===== src/rtl/mem_arbiter.sv =====
// Two-requester arbiter onto one memory port, with in-order response routing.
// Define MEM_ARB_RR_EN for round-robin arbitration; default is fixed priority to port 1.
module mem_arbiter #(
  parameter int XLEN            = 32,
  parameter int MASK_BITS       = XLEN / 8,
  parameter int MAX_OUTSTANDING = 2
) (
  input  logic                 clk_i,
  input  logic                 rst_i,
  output logic                 p0_ready_o,
  input  logic                 p0_valid_i,
  input  logic [XLEN-1:0]      p0_addr_i,
  input  logic [XLEN-1:0]      p0_wdata_i,
  input  logic [MASK_BITS-1:0] p0_wmask_i,
  output logic [XLEN-1:0]      p0_rdata_o,
  output logic                 p0_rvalid_o,
  output logic                 p1_ready_o,
  input  logic                 p1_valid_i,
  input  logic [XLEN-1:0]      p1_addr_i,
  input  logic [XLEN-1:0]      p1_wdata_i,
  input  logic [MASK_BITS-1:0] p1_wmask_i,
  output logic [XLEN-1:0]      p1_rdata_o,
  output logic                 p1_rvalid_o,
  input  logic                 mem_ready_i,
  output logic                 mem_valid_o,
  output logic [XLEN-1:0]      mem_addr_o,
  output logic [XLEN-1:0]      mem_wdata_o,
  output logic [MASK_BITS-1:0] mem_wmask_o,
  input  logic [XLEN-1:0]      mem_rdata_i,
  input  logic                 mem_rvalid_i,
  output logic                 err_o
);

  localparam int CW = $clog2(MAX_OUTSTANDING + 1);
  localparam int PW = (MAX_OUTSTANDING > 1) ? $clog2(MAX_OUTSTANDING) : 1;
  localparam logic [CW-1:0] MAX_CNT = CW'(MAX_OUTSTANDING);
  localparam logic [PW-1:0] LAST_PTR = PW'(MAX_OUTSTANDING - 1);

  localparam logic [1:0] ST_IDLE   = 2'd0;
  localparam logic [1:0] ST_GRANT0 = 2'd1;
  localparam logic [1:0] ST_GRANT1 = 2'd2;

  logic [1:0]    state_q, state_d;
  logic [CW-1:0] count_q, count_d;
  logic [PW-1:0] wr_ptr_q, wr_ptr_d;
  logic [PW-1:0] rd_ptr_q, rd_ptr_d;
  logic          ids_q [MAX_OUTSTANDING];
  logic          err_q, err_d;

  logic any_valid, both_valid, pick1, gnt1, gnt_active, gnt_valid;
  logic can_issue, accept, pop, head_id;

  function automatic logic [PW-1:0] ptr_inc(input logic [PW-1:0] p);
    return (p == LAST_PTR) ? '0 : p + PW'(1);
  endfunction

  assign any_valid  = p0_valid_i | p1_valid_i;
  assign both_valid = p0_valid_i & p1_valid_i;

`ifdef MEM_ARB_RR_EN
  logic last_q, last_d;
  assign pick1  = both_valid ? ~last_q : p1_valid_i;
  assign last_d = accept ? gnt1 : last_q;

  always_ff @(posedge clk_i) begin
    if (rst_i) last_q <= 1'b1;
    else       last_q <= last_d;
  end
`else
  assign pick1 = p1_valid_i;
`endif

  always_comb begin
    gnt1       = pick1;
    gnt_active = any_valid;
    case (state_q)
      ST_GRANT0: begin gnt1 = 1'b0; gnt_active = 1'b1; end
      ST_GRANT1: begin gnt1 = 1'b1; gnt_active = 1'b1; end
      default:   ;
    endcase
  end

  assign gnt_valid = gnt1 ? p1_valid_i : p0_valid_i;
  // A full FIFO may still accept when a response frees a slot this same cycle.
  assign can_issue = (count_q < MAX_CNT) | (mem_rvalid_i & (count_q != '0));

  assign mem_valid_o = ~rst_i & gnt_active & gnt_valid & can_issue;
  assign mem_addr_o  = gnt1 ? p1_addr_i  : p0_addr_i;
  assign mem_wdata_o = gnt1 ? p1_wdata_i : p0_wdata_i;
  assign mem_wmask_o = gnt1 ? p1_wmask_i : p0_wmask_i;

  assign p0_ready_o = ~rst_i & gnt_active & ~gnt1 & mem_ready_i & can_issue;
  assign p1_ready_o = ~rst_i & gnt_active &  gnt1 & mem_ready_i & can_issue;

  assign accept  = mem_valid_o & mem_ready_i;
  assign pop     = ~rst_i & mem_rvalid_i & (count_q != '0);
  assign head_id = ids_q[rd_ptr_q];

  assign p0_rvalid_o = pop & ~head_id;
  assign p1_rvalid_o = pop &  head_id;
  assign p0_rdata_o  = mem_rdata_i;
  assign p1_rdata_o  = mem_rdata_i;
  assign err_o       = err_q & ~rst_i;

  always_comb begin
    state_d = state_q;
    case (state_q)
      ST_IDLE:   if (mem_valid_o && !mem_ready_i) state_d = gnt1 ? ST_GRANT1 : ST_GRANT0;
      ST_GRANT0,
      ST_GRANT1: if (accept) state_d = ST_IDLE;
      default:   state_d = ST_IDLE;
    endcase
  end

  always_comb begin
    count_d = count_q;
    case ({accept, pop})
      2'b10:   count_d = count_q + CW'(1);
      2'b01:   count_d = count_q - CW'(1);
      default: ;
    endcase
    wr_ptr_d = accept ? ptr_inc(wr_ptr_q) : wr_ptr_q;
    rd_ptr_d = pop    ? ptr_inc(rd_ptr_q) : rd_ptr_q;
    err_d    = err_q | (mem_rvalid_i & (count_q == '0));
  end

  always_ff @(posedge clk_i) begin
    if (rst_i) begin
      state_q  <= ST_IDLE;
      count_q  <= '0;
      wr_ptr_q <= '0;
      rd_ptr_q <= '0;
      err_q    <= 1'b0;
    end else begin
      state_q  <= state_d;
      count_q  <= count_d;
      wr_ptr_q <= wr_ptr_d;
      rd_ptr_q <= rd_ptr_d;
      err_q    <= err_d;
    end
  end

  always_ff @(posedge clk_i) begin
    if (accept) ids_q[wr_ptr_q] <= gnt1;
  end

endmodule


===== config.mk =====
export PLATFORM = sky130hd
export DESIGN_NAME = mem_arbiter
export DESIGN_NICKNAME = d
export VERILOG_FILES = /design/src/rtl/mem_arbiter.sv
export SDC_FILE = /design/constraint.sdc
export NUM_CORES = 1
export LEC_CHECK = 0
export CORE_AREA = 2 2 120 122
export CTS_CLUSTER_SIZE = 8
export DETAILED_ROUTE_END_ITERATION = 8
export DIE_AREA = 0 0 122 124
export GPL_TIMING_DRIVEN = 0
export PLACE_DENSITY = 0.68
export SETUP_SLACK_MARGIN = 0.5
export SLEW_MARGIN = 20
export SYNTH_ARGS = -nofsm -noshare
export SYNTH_HDL_FRONTEND = slang
export SYNTH_SLANG_ARGS = --single-unit

===== constraint.sdc =====
create_clock -name clk_i -period 2.6 [get_ports clk_i]
set_clock_uncertainty 0.15 [all_clocks]
set_input_delay 0.65 -clock clk_i [delete_from_list [all_inputs] [get_ports clk_i]]
set_output_delay 0.65 -clock clk_i [all_outputs]
set_load 0.02 [all_outputs]

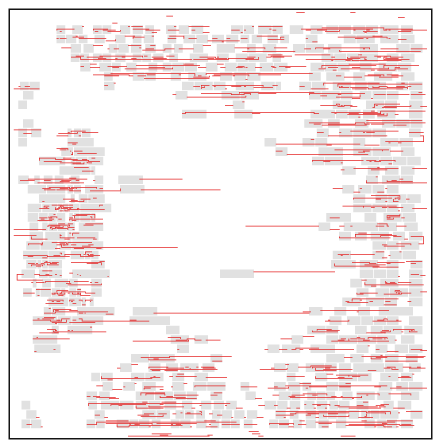
**Above:** run 1 (signal wires on met1).
share of all routed wire: 33%
wire length on this layer: 3770 um

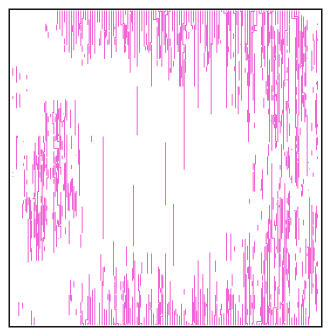
**Above:** run 1 (M2 wires).
longest straight run: 54.2 um
wire length on this layer: 6370 um
main direction: vertical

==> results.sh, run 1 <==
# source this file to load flow results
export IMPL_synth_area_leader_cell="sky130_fd_sc_hd__mux2_4"
export IMPL_timing_final_ws_setup_ps=-204
export IMPL_synthDistinctLibCells=30
export IMPL_core_region_area_um2=13700
export IMPL_cts_inserted_buffers=3
export IMPL_status="finished, violations left"
export IMPL_max_cap_viol_count=0
export IMPL_internal_power_w=0.00123
export IMPL_dp_cells=664
export IMPL_headroom_to_the_max_slew_limit_pct=72.5
export IMPL_power_leakage_nw=2.73
export IMPL_setup_worst_path_class="flip-flop to output port"
export IMPL_violations="negative setup slack"
export IMPL_postSynth_asyncResetShare_pct=0
export IMPL_timing_critical_path_from_type="flip-flop"
export IMPL_row_count=43
export IMPL_synth_edff_count=2
export IMPL_yosysWarningCount=0
export IMPL_critical_path_arrival_ps=2000
export IMPL_cts_repair_resize_count=538
export IMPL_seqCellArea_um2=224
export IMPL_area_combinational_um2=1470
export IMPL_pin_count_of_the_biggest_net_entering_global_routing=11
export IMPL_synth_seq_share_pct=10.2
export IMPL_synthDominantCellAreaShare_pct=46.7
export IMPL_layout_drive_gt1_share_pct=52.0
export IMPL_worst_slew_pin_slew_ps=410
export IMPL_io_buffers=279
export IMPL_finalSetupViolations=70
export IMPL_design_power_total_w=0.00185
export IMPL_final_hold_worst_slack_ps=322
export IMPL_power_frac_clock_pct=15.4
export IMPL_first_pass_iters=4
export IMPL_final_core_util_pct=42.2
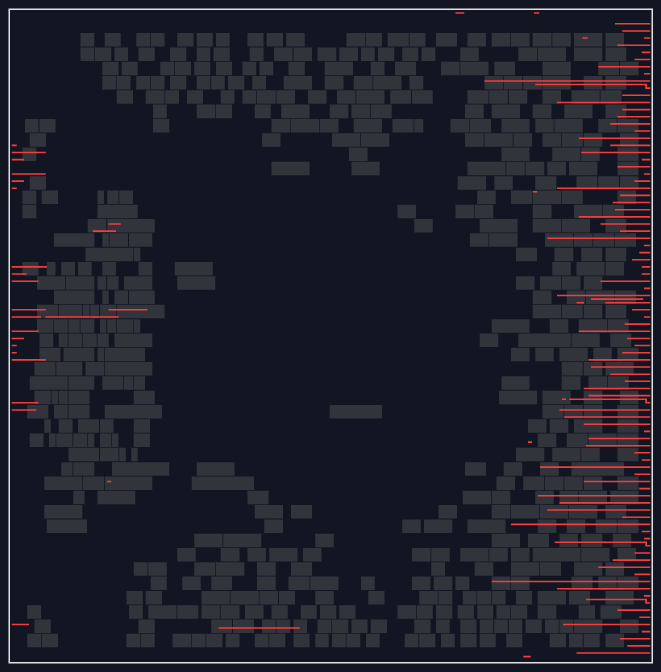
**Above:** run 1 (the metal 3 layer).
wire length on this layer: 887 um
nets with wire on the layer: 115

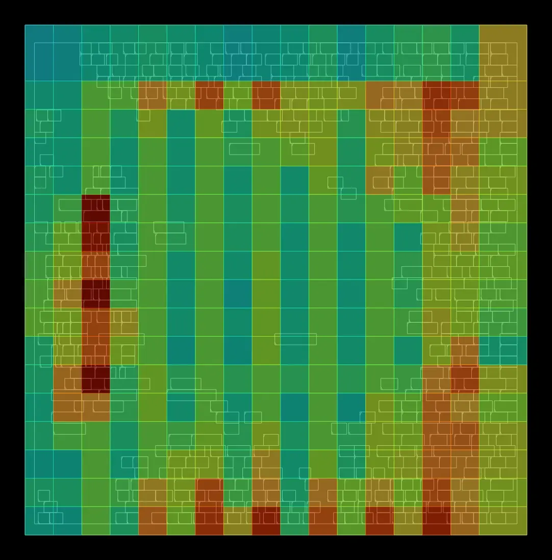
**Above:** run 1 (track usage over the die).
Tot GR Track Use: 12.7%
met1 capacity usage during global routing: 13.1%
met2 usage in global routing: 25.4%

-- run 1: path summary, 6_finish.rpt --
kind / startpoint / endpoint / depth (start not counted)
min reg2reg: state_q[0] / state_q[0] / 1
max: state_q[1] / mem_wdata_o[31] / 9
min: state_q[0] / state_q[0] / 1
max reg2reg: state_q[1] / count_q[1] / 12
-- run 1: layer usage --
metal	GRT usage (%)	up-vias	part of all wire [%]
met1	13.1	1216	33
met2	25.4	125	57
met3	2.47	13	7.9
li1	-	1263	-
met5	0	-	0
met4	4.31	0	2.0
-- run 1: flip-flops by register name, indices dropped and copies added (netlist names), named ones only --
signal / flops
err_q: 1
count_q: 2
state_q: 2
rd_ptr_q: 1
wr_ptr_q: 1
ids_q: 2
-- run 1: critical path, delay by kind of cell, from the launching register on --
family,cells,cell delay (ps)
adders and majority gates,1,280
buffers and inverters,5,600
muxes,1,300
and+or+nand+nor,1,40
AOI/OAI and AO/OA,1,200
DFF,1,330
-- run 1: power groups by stage --
stage	Clock [W]	Combinational [W]	Sequential [W]
3_5_place_dp	0	0.00125	0.000188
6_report	0.000286	0.00138	0.000188
4_1_cts	0.000283	0.00136	0.000188
3_3_place_gp	0	0.00124	0.000186
5_1_grt	0.000293	0.00145	0.000190
2_1_floorplan	0	0.000667	0.000185
-- run 1: kinds of logic after synthesis --
family / count (synthesis) / share of synthesized area (%)
buf+inv: 78 / 27.4
mux: 70 / 48.3
xor+xnor: 3 / 1.22
compound gates: 11 / 3.49
fa+ha+maj: 3 / 1.74
flops: 10 / 10.2
simple gates: 30 / 7.62
-- run 1: cell type report --
type,count,area share (%)
plain buffers,74,11.5
clock inverters,1,0.0648
repair buffers,303,53.7
inverters,4,0.259
multi-input cells,117,25.4
well taps,180,3.89
flip-flops and latches,10,3.87
diodes,1,0.0432
clock buffers,3,1.30
--- run 2 (diff from run 1) ---
--- a/config.mk
+++ b/config.mk
@@ -5,12 +5,12 @@
 export SDC_FILE = /design/constraint.sdc
 export NUM_CORES = 1
 export LEC_CHECK = 0
-export CORE_AREA = 2 2 120 122
+export CORE_AREA = 4 4 119 121
 export CTS_CLUSTER_SIZE = 8
 export DETAILED_ROUTE_END_ITERATION = 8
-export DIE_AREA = 0 0 122 124
+export DIE_AREA = 0 0 123 125
 export GPL_TIMING_DRIVEN = 0
-export PLACE_DENSITY = 0.68
+export PLACE_DENSITY = 0.71
 export SETUP_SLACK_MARGIN = 0.5
 export SLEW_MARGIN = 20
 export SYNTH_ARGS = -nofsm -noshare
==> results.sh, run 2 <==
# source this file to load flow results
export IMPL_status="finished, violations left"
export IMPL_violations="negative setup slack"
export IMPL_first_pass_iters=4
export IMPL_critical_path_startpoint="state_q[0]"
export IMPL_power_top_group="combinational logic"
export IMPL_row_count=42
export IMPL_synth_edff_count=2
export IMPL_timing_critical_path_from_type="flip-flop"
export IMPL_seq_cell_power_w=0.000190
export IMPL_min_from="state_q[0]"
export IMPL_max_cap_viol_count=0
export IMPL_worst_slew_pin_slew_ps=375
export IMPL_endpoint_of_the_worst_hold_timing_path="state_q[0]"
export IMPL_cts_inserted_buffers=3
export IMPL_worstReg2RegStart="state_q[1]"
export IMPL_sum_of_met3_wire_segment_lengths_after_detailed_routing_um=1000
export IMPL_layout_drive_gt1_share_pct=53.1
export IMPL_internal_power_w=0.00121
export IMPL_io_buffers=279
export IMPL_combinationalPower_w=0.00136
export IMPL_finalSetupViolations=68
export IMPL_top_signal_layer_used="met4"
export IMPL_dp_cells=660
export IMPL_antenna_cells_inserted=0
export IMPL_core_region_area_um2=13100
export IMPL_r2r_worst_path_cells=12
export IMPL_pg_clk_w=0.000276
export IMPL_headroom_to_the_max_slew_limit_pct=74.8
export IMPL_timing_final_ws_setup_ps=-111
export IMPL_setup_worst_path_class="flip-flop to output port"
export IMPL_setup_worst_path_end="mem_wdata_o[0]"
export IMPL_global_route_peak_usage_layer="met2"
export IMPL_power_leakage_nw=2.71
export IMPL_power_frac_clock_pct=15.1
export IMPL_reg_top3="count_q: 2 flops, ids_q: 2 flops, state_q: 2 flops"
export IMPL_synthDistinctLibCells=30
## run 2: worst max-delay path, cell delays in order, from the launching register on
cell and delay, ps:
sky130_fd_sc_hd__dfxtp_2 320, sky130_fd_sc_hd__inv_2 50, sky130_fd_sc_hd__ha_4 290, sky130_fd_sc_hd__nor2b_4 40, sky130_fd_sc_hd__a21o_4 210, sky130_fd_sc_hd__buf_12 150
sky130_fd_sc_hd__buf_12 150, sky130_fd_sc_hd__mux2_4 290, sky130_fd_sc_hd__buf_2 160
## run 2: layout make-up
| type | instances | area (um^2) | share of cell area [%] |
|---|---|---|---|
| buffer | 74 | 677 | 11.8 |
| clock buffer | 4 | 78.8 | 1.37 |
| inverter | 4 | 15.0 | 0.261 |
| multi-input combinational | 117 | 1530 | 26.5 |
| sequential | 10 | 225 | 3.91 |
| tap | 176 | 220 | 3.82 |
| timing repair buffer | 299 | 3020 | 52.4 |
## run 2: logic make-up after synthesis
family	count (synthesis)	share of synthesized area (%)
muxes	70	48.3
xor gates and xnor gates	3	1.22
adders and majority gates	3	1.74
buffers and inverters	78	27.4
AOI/OAI and AO/OA	11	3.49
and+or+nand+nor	30	7.62
DFF	10	10.2
## run 2: through the flow
stage,instance area (um^2),hold WS [ps],utilization [%],power [W],TNS [ps]
4_1_cts,5530,321,42.3,0.00178,-7020
3_3_place_gp,5280,303,40.4,0.00143,-69910
2_1_floorplan,2270,279,-,0.000851,0
3_5_place_dp,5280,312,40.4,0.00144,-70840
6_report,5760,324,44.0,0.00183,-6000
5_1_grt,5760,340,44.0,0.00191,-9820
## run 2: timing repair
item | CTS | global route
endpoints found under the setup margin | 143 | 77
cloned | 2 | 2
pin swaps | 3 | 9
gates resized | 530 | 38
buffers inserted | 11 | 5
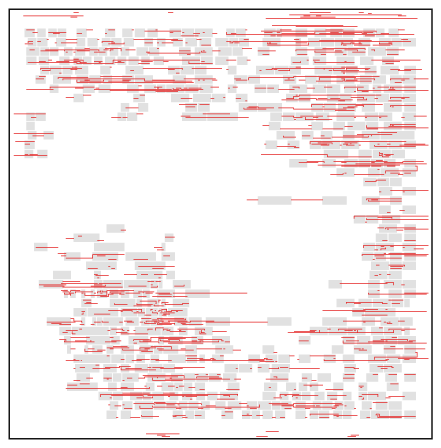
**Above:** run 2 (signal wires on met1).
share of all routed wire: 34%
main direction: horizontal
wire length on this layer: 3880 um
longest straight run: 54.7 um
nets with wire on the layer: 587

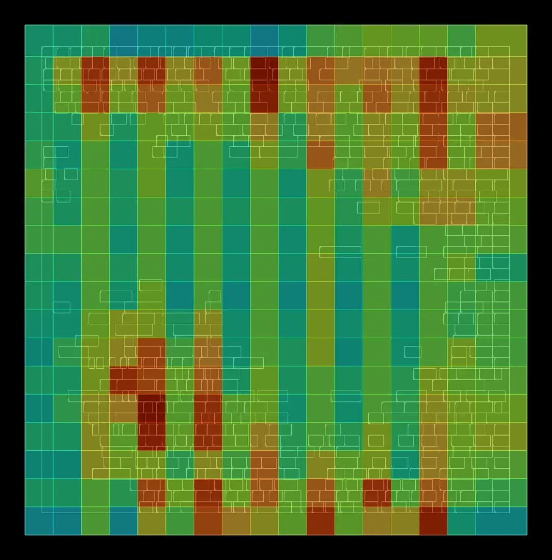
**Above:** run 2 (track usage over the die).
met2 usage in global routing: 26.3%
met1 capacity usage during global routing: 13.1%
met3 routing resource usage after global routing: 3.34%
share of the core filled with cells in the final layout: 44.0%
Tot GR Track Use: 13.2%

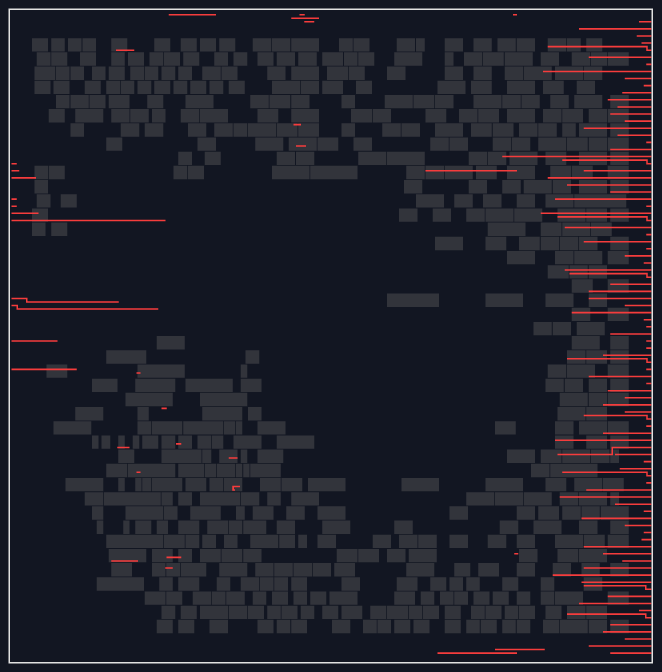
**Above:** run 2 (the metal 3 layer).
nets with wire on the layer: 113
share of all routed wire: 8.7%
wire length on this layer: 1000 um
longest straight run: 29.2 um
main direction: horizontal

Power figures rest on the tool's default switching activity, not on a simulated workload.
